## config.mk

```make
export PLATFORM = sky130hd
export DESIGN_NAME = data_mem_arbiter
export DESIGN_NICKNAME = d
export VERILOG_FILES = /design/src/rtl/data_mem_arb_pkg.sv /design/src/rtl/data_mem_arbiter_rr_pick.sv /design/src/rtl/data_mem_arbiter.sv
export SDC_FILE = /design/constraint.sdc
export NUM_CORES = 1
export LEC_CHECK = 0
export CORE_MARGIN = 2
export CORE_UTILIZATION = 35
export CTS_BUF_LIST = sky130_fd_sc_hd__clkbuf_4
export CTS_CLUSTER_DIAMETER = 80
export DETAILED_ROUTE_END_ITERATION = 8
export PLACE_DENSITY_LB_ADDON = 0.1
export REMOVE_ABC_BUFFERS = 1
export SYNTH_ARGS = -nofsm -noshare
export SYNTH_HDL_FRONTEND = slang
export SYNTH_SLANG_ARGS = --single-unit
export TNS_END_PERCENT = 20
```

## constraint.sdc

```tcl
create_clock -name clk -period 2.2 [get_ports clk]
set_input_delay 0.22 -clock clk [delete_from_list [all_inputs] [get_ports clk]]
set_output_delay 0.22 -clock clk [all_outputs]
set_load 0.05 [all_outputs]
```

## src/rtl/data_mem_arb_pkg.sv

```systemverilog
// data_mem_arb_pkg: shared state type, index width and requester ids for the data memory arbiter.
package data_mem_arb_pkg;
    localparam int N_REQ = 3;
    localparam int IDX_W = $clog2(N_REQ);
    localparam logic [IDX_W-1:0] REQ_STACK = IDX_W'(0);
    localparam logic [IDX_W-1:0] REQ_LDST = IDX_W'(1);
    localparam logic [IDX_W-1:0] REQ_INPUT = IDX_W'(2);
    typedef enum logic [1:0] {IDLE, ACCESS, RESP} state_t;
endpackage

```

## src/rtl/data_mem_arbiter_rr_pick.sv

```systemverilog
// rr_pick: combinational round-robin search starting just after last_grant.
module rr_pick
    import data_mem_arb_pkg::*;
(
    input  logic [N_REQ-1:0] req,
    input  logic [IDX_W-1:0] last_grant,
    output logic [IDX_W-1:0] winner,
    output logic             any
);
    logic [IDX_W-1:0] cand;
    // Scan farthest-first so the nearest requester after last_grant overwrites.
    always_comb begin
        winner = last_grant;
        any = 1'b0;
        cand = '0;
        for (int k = N_REQ; k >= 1; k--) begin
            cand = IDX_W'((int'(last_grant) + k) % N_REQ);
            if (req[cand]) begin
                winner = cand;
                any = 1'b1;
            end
        end
    end
endmodule

```

## src/rtl/data_mem_arbiter.sv

```systemverilog
// data_mem_arbiter: registered round-robin request/grant arbiter sharing the single-port
// data memory between the stack unit, the load/store path and the input loader.
module data_mem_arbiter
    import data_mem_arb_pkg::*;
#(
    parameter int ADDR_W = 16,
    parameter int DATA_W = 16
) (
    input  logic                    clk,
    input  logic                    reset,
    input  logic [N_REQ-1:0]        req,
    input  logic [N_REQ-1:0]        we,
    input  logic [N_REQ*ADDR_W-1:0] addr,
    input  logic [N_REQ*DATA_W-1:0] wdata,
    output logic [N_REQ-1:0]        gnt,
    output logic [N_REQ-1:0]        rvalid,
    output logic [DATA_W-1:0]       rdata,
    output logic [ADDR_W-1:0]       mem_addr,
    output logic                    mem_we,
    output logic [DATA_W-1:0]       mem_wdata,
    input  logic [DATA_W-1:0]       mem_rdata,
    output logic                    busy
);
    state_t state, state_nxt;
    logic [IDX_W-1:0] idx, last_grant, winner;
    logic [N_REQ-1:0] idx_oh;
    logic l_we, any;

    rr_pick u_pick (.req(req), .last_grant(last_grant), .winner(winner), .any(any));

    // mem_addr/mem_wdata are the latched request, so they hold outside ACCESS.
    always_ff @(posedge clk or negedge reset) begin
        if (!reset) begin
            state <= IDLE;
            idx <= '0;
            last_grant <= REQ_INPUT;
            l_we <= 1'b0;
            mem_addr <= '0;
            mem_wdata <= '0;
            rdata <= '0;
        end else begin
            state <= state_nxt;
            if (state == IDLE && any) begin
                idx <= winner;
                last_grant <= winner;
                l_we <= we[winner];
                mem_addr <= addr[winner*ADDR_W +: ADDR_W];
                mem_wdata <= wdata[winner*DATA_W +: DATA_W];
            end
            if (state == ACCESS && !l_we) rdata <= mem_rdata;
        end
    end

    always_comb begin
        state_nxt = IDLE;
        idx_oh = N_REQ'(1) << idx;
        gnt = '0;
        rvalid = '0;
        mem_we = 1'b0;
        case (state)
            IDLE: state_nxt = any ? ACCESS : IDLE;
            ACCESS: begin
                gnt = idx_oh;
                mem_we = l_we;
                state_nxt = l_we ? IDLE : RESP;
            end
            RESP: rvalid = idx_oh;
            default: state_nxt = IDLE;
        endcase
    end

    assign busy = state != IDLE;
endmodule

```

Fig. 1: I/O nets highlighted
Drawn at 4 px/um.
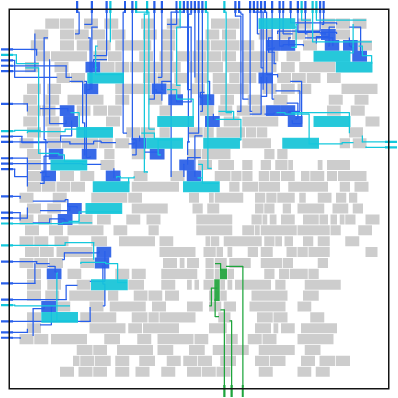
- green: gnt (direction output; edge south; end cells 3; buffers 3; wire 86.0 um)
- cyan: mem_addr (direction output; edge 9 north, 5 west, 2 east; end cells 16; buffers 16; wire 569 um)
- blue: addr (direction input; edge 29 north, 19 west; end cells 32; buffers 48; wire 1210 um)
IO Port Bufs: 175
I/O pins: 176

Fig. 2: clock network drawn from the DEF
Drawn at 4 px/um.
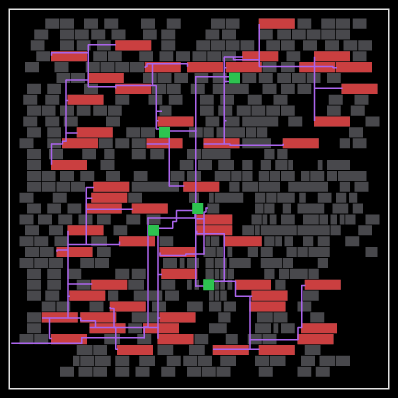
- red: flip-flops (count 54)
- green: cells driving clock nets (count 5)
- purple: clock wires (length 681 um)
- flops lie: widely spread
Late-Pin Clk Latency: 0.40 ns
Clock Power Share: 5.5%

Fig. 3: met3 routing
Drawn at 4 px/um.
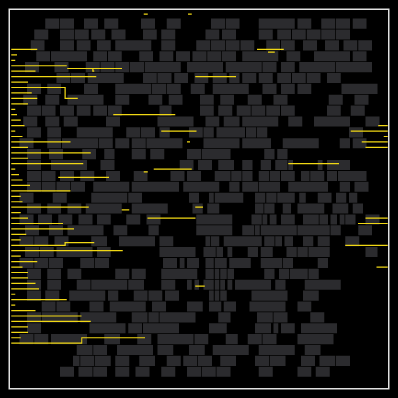
- wire length on this layer: 582 um
- share of all routed wire: 6.0%
via count: 2862
total routed wirelength: 9690 um

Fig. 4: cell classes on the final placement
Drawn at 3 px/um.
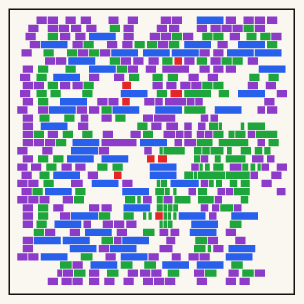
- green: all other logic (cells 147)
- red: clock drivers and dummy loads (cells 8)
- purple: other buffers and delay cells (cells 219)
- blue: flip-flops (cells 54)
num rows: 33
core area: 0.00809 mm^2

==> flow_summary.json <==
{
  "fp-utilization_pct": 35.4,
  "synthArstFlopShare_pct": 100,
  "gr-usage-all-layers_pct": 21.4,
  "maxSlewViolCount": 0,
  "max_clock_freq_mhz": 406,
  "dp.final_hpwl_um": 7270,
  "status": "complete, but fails checks",
  "edf_count": 0,
  "chipArea_mm2": 0.00893,
  "hold_path_class": "input port to async pin",
  "final_common_cell": "clkdlybuf4s50_1",
  "fin_util_pct": 63.4,
  "slew_headroom_pct": 62.0,
  "cts.sinks": 54,
  "path_clk_slew_ns": 0.18,
  "violations": "setup timing",
  "drtPass1Iterations": 5,
  "finalWeightedCongestion": 0.839,
  "synth_area_mm2": 0.00287,
  "ys_warn_count": 0,
  "grt_max_degree": 27,
  "yosysTopAreaCellShare_pct": 46.2,
  "path_cells": "inv_2 > ha_4 > and2b_1 > nand2b_1 > o32a_1 > nor4bb_4 > buf_4 > clkbuf_16 > a221o_1",
  "ys.flop_type": "dfrtp_1",
  "postSynthCellCount": 223,
  "avgSynthCellArea_um2": 12.9,
  "postRouteAntennaNets": 0,
  "area_leaders": "dfrtp_1 46%, a221o_1 12%, a32o_1 12%",
  "finalPower_uw": 9070,
  "slowest_delay_ns": 0.61,
  "fp.dieW_um": 94.5,
  "crit_fanout": 8,
  "yosysChipArea_mm2": 0.00287,
  "worst-path-buf-inv": 3,
  "crit_required_ns": 2.54,
  "p_leak_uw": 0.00214,
  "setup_tns_ns": -7.45,
  "tightestPinTransition_ns": 0.570,
  "ys_seq_share_pct": 47.2,
  "drive_above_1_share_pct": 20.3,
  "root_buffer": "clkbuf_4",
  "insertedDiodeCount": 0,
  "overflow": 0,
  "drc": 0,
  "critPathSlowestCell": "dfstp_2",
  "yosysTopAreaCell": "dfrtp_1",
  "fillers": 707,
  "final_hold_viol_count": 0,
  "numCtsBuffers": 5,
  "synthToLayoutAreaGrowth_pct": 78.9,
  "synth_flops": 54,
  "setup_viol": 35,
  "max_cap_violations": 0,
  "ys_cells": 223,
  "log.warning_count": 30,
  "critical_path_arrival_ns": 2.81,
  "cts_tree": "built",
  "path_class": "flip-flop to flip-flop",
  "dp.cells": 517,
  "start_kind": "flip-flop",
  "stdcell_count": 533,
  "h-tree-depth": 2,
  "avgRoutedWirePerCell_um": 18.2,
  "rsz0062_at_grt": "yes",
  "grt_pass1_wl_um": 14800,
  "die_y_um": 94.5,
  "antenna_found_initial": 0,
  "end_kind": "flip-flop",
  "yosysUniqueCellTypes": 41,
  "worst_slack_ns": -0.262,
  "min_period_ns": 2.46,
  "cts_max_path_buffers": 2,
  "power.density_mw_per_mm2": 1770,
  "clock_skew_ns": 0.0155,
  "drtIter0Drc": 88,
  "vdd_drop_max_mv": 0.716,
  "lay_top_cells": "166 x clkdlybuf4s50_1, 53 x dfrtp_1, 34 x a221o_1, 33 x a32o_1, 33 x buf_4"
}
metal layers:
layer  track usage, %  wire (um)
met1             26.2       3850
met2             37.1       5100
met3             5.51        582
met4             6.52        164
met5                0          0
state kept, by name, indices dropped and copies added (netlist names):
signal	cells
rdata	16
state	2
mem_addr	16
l_we	1
last_grant	1
idx	2
mem_wdata	16
cells by family after synthesis:
family / Yosys count / share of synthesized area (%)
buffers and inverters: 29 / 7.15
AOI/OAI and AO/OA: 88 / 30.7
adders and majority gates: 4 / 1.75
DFF: 54 / 47.2
and+or+nand+nor: 29 / 5.89
muxes: 19 / 7.37
what timing repair did:
action | in CTS | in global routing
cloned | 2 | 1
setup buffers | 5 | 0
endpoints found under the setup margin | 43 | 37
hold buffers | 1 | 0
gates resized | 22 | 5
pin swaps | 2 | 16
endpoints found under the hold margin | 22 | 0
per-stage QoR:
stage                     hold slack [ns]  cell area (um^2)  setup slack, ns
after global placement              0.247              4880           -0.267
after global routing                0.343              5130           -0.382
after floorplan                   -0.0756              2690            -1.60
final                               0.311              5130           -0.262
after detailed placement            0.247              4880           -0.276
after CTS                           0.321              5080           -0.223
layout make-up:
type	instances	area, um^2	area share [%]
Clock buffer	5	37.5	0.732
Clock inverter	3	28.8	0.561
Inverter	7	26.3	0.512
Multi-Input combinational cell	140	1390	27.1
Sequential cell	54	1350	26.4
Tap cell	105	131	2.56
Timing Repair Buffer	219	2160	42.2
report_power, final:
part           switching [uW]  total [uW]  internal [uW]
Clock                     357         497            140
Combinational            3730        6790           3050
Sequential                272        1780           1510
Total                    4360        9070           4700
final timing paths:
kind	cells after the start	slack, ns	end	from
min in group clk	2	0.42	mem_wdata[11]$_DFFE_PN0P_	wdata[11]
hold reg to reg	1	0.53	rdata[6]$_DFFE_PN0P_	rdata[6]$_DFFE_PN0P_
setup / recovery	9	-0.26	mem_addr[9]$_DFFE_PN0P_	last_grant[1]$_DFFE_PN1P_
hold / removal	2	0.31	mem_addr[14]$_DFFE_PN0P_	reset
max in group asynchronous	3	1.24	mem_wdata[2]$_DFFE_PN0P_	reset
setup reg to reg	9	-0.26	mem_addr[9]$_DFFE_PN0P_	last_grant[1]$_DFFE_PN1P_
synthesized netlist by cell type, types with 3 or more instances:
| master | number |
|---|---|
| a21oi_1 | 3 |
| a221o_1 | 34 |
| a32o_1 | 33 |
| buf_2 | 5 |
| buf_4 | 3 |
| buf_6 | 6 |
| buf_8 | 3 |
| clkbuf_1 | 5 |
| dfrtp_1 | 53 |
| ha_1 | 4 |
| inv_1 | 6 |
| mux2_2 | 17 |
| nand2_1 | 4 |
| nand2b_1 | 5 |
| nor2_1 | 7 |
| nor2b_1 | 3 |
| nor3_1 | 3 |
worst register-to-register path: stages, from the launching register on:
cell       delay [ns]
dfstp_2          0.61
inv_2            0.06
ha_4             0.18
and2b_1          0.29
nand2b_1         0.13
o32a_1           0.22
nor4bb_4         0.42
buf_4            0.21
clkbuf_16        0.15
a221o_1          0.15
No activity file was given, so power comes from the tool's default toggle rates.
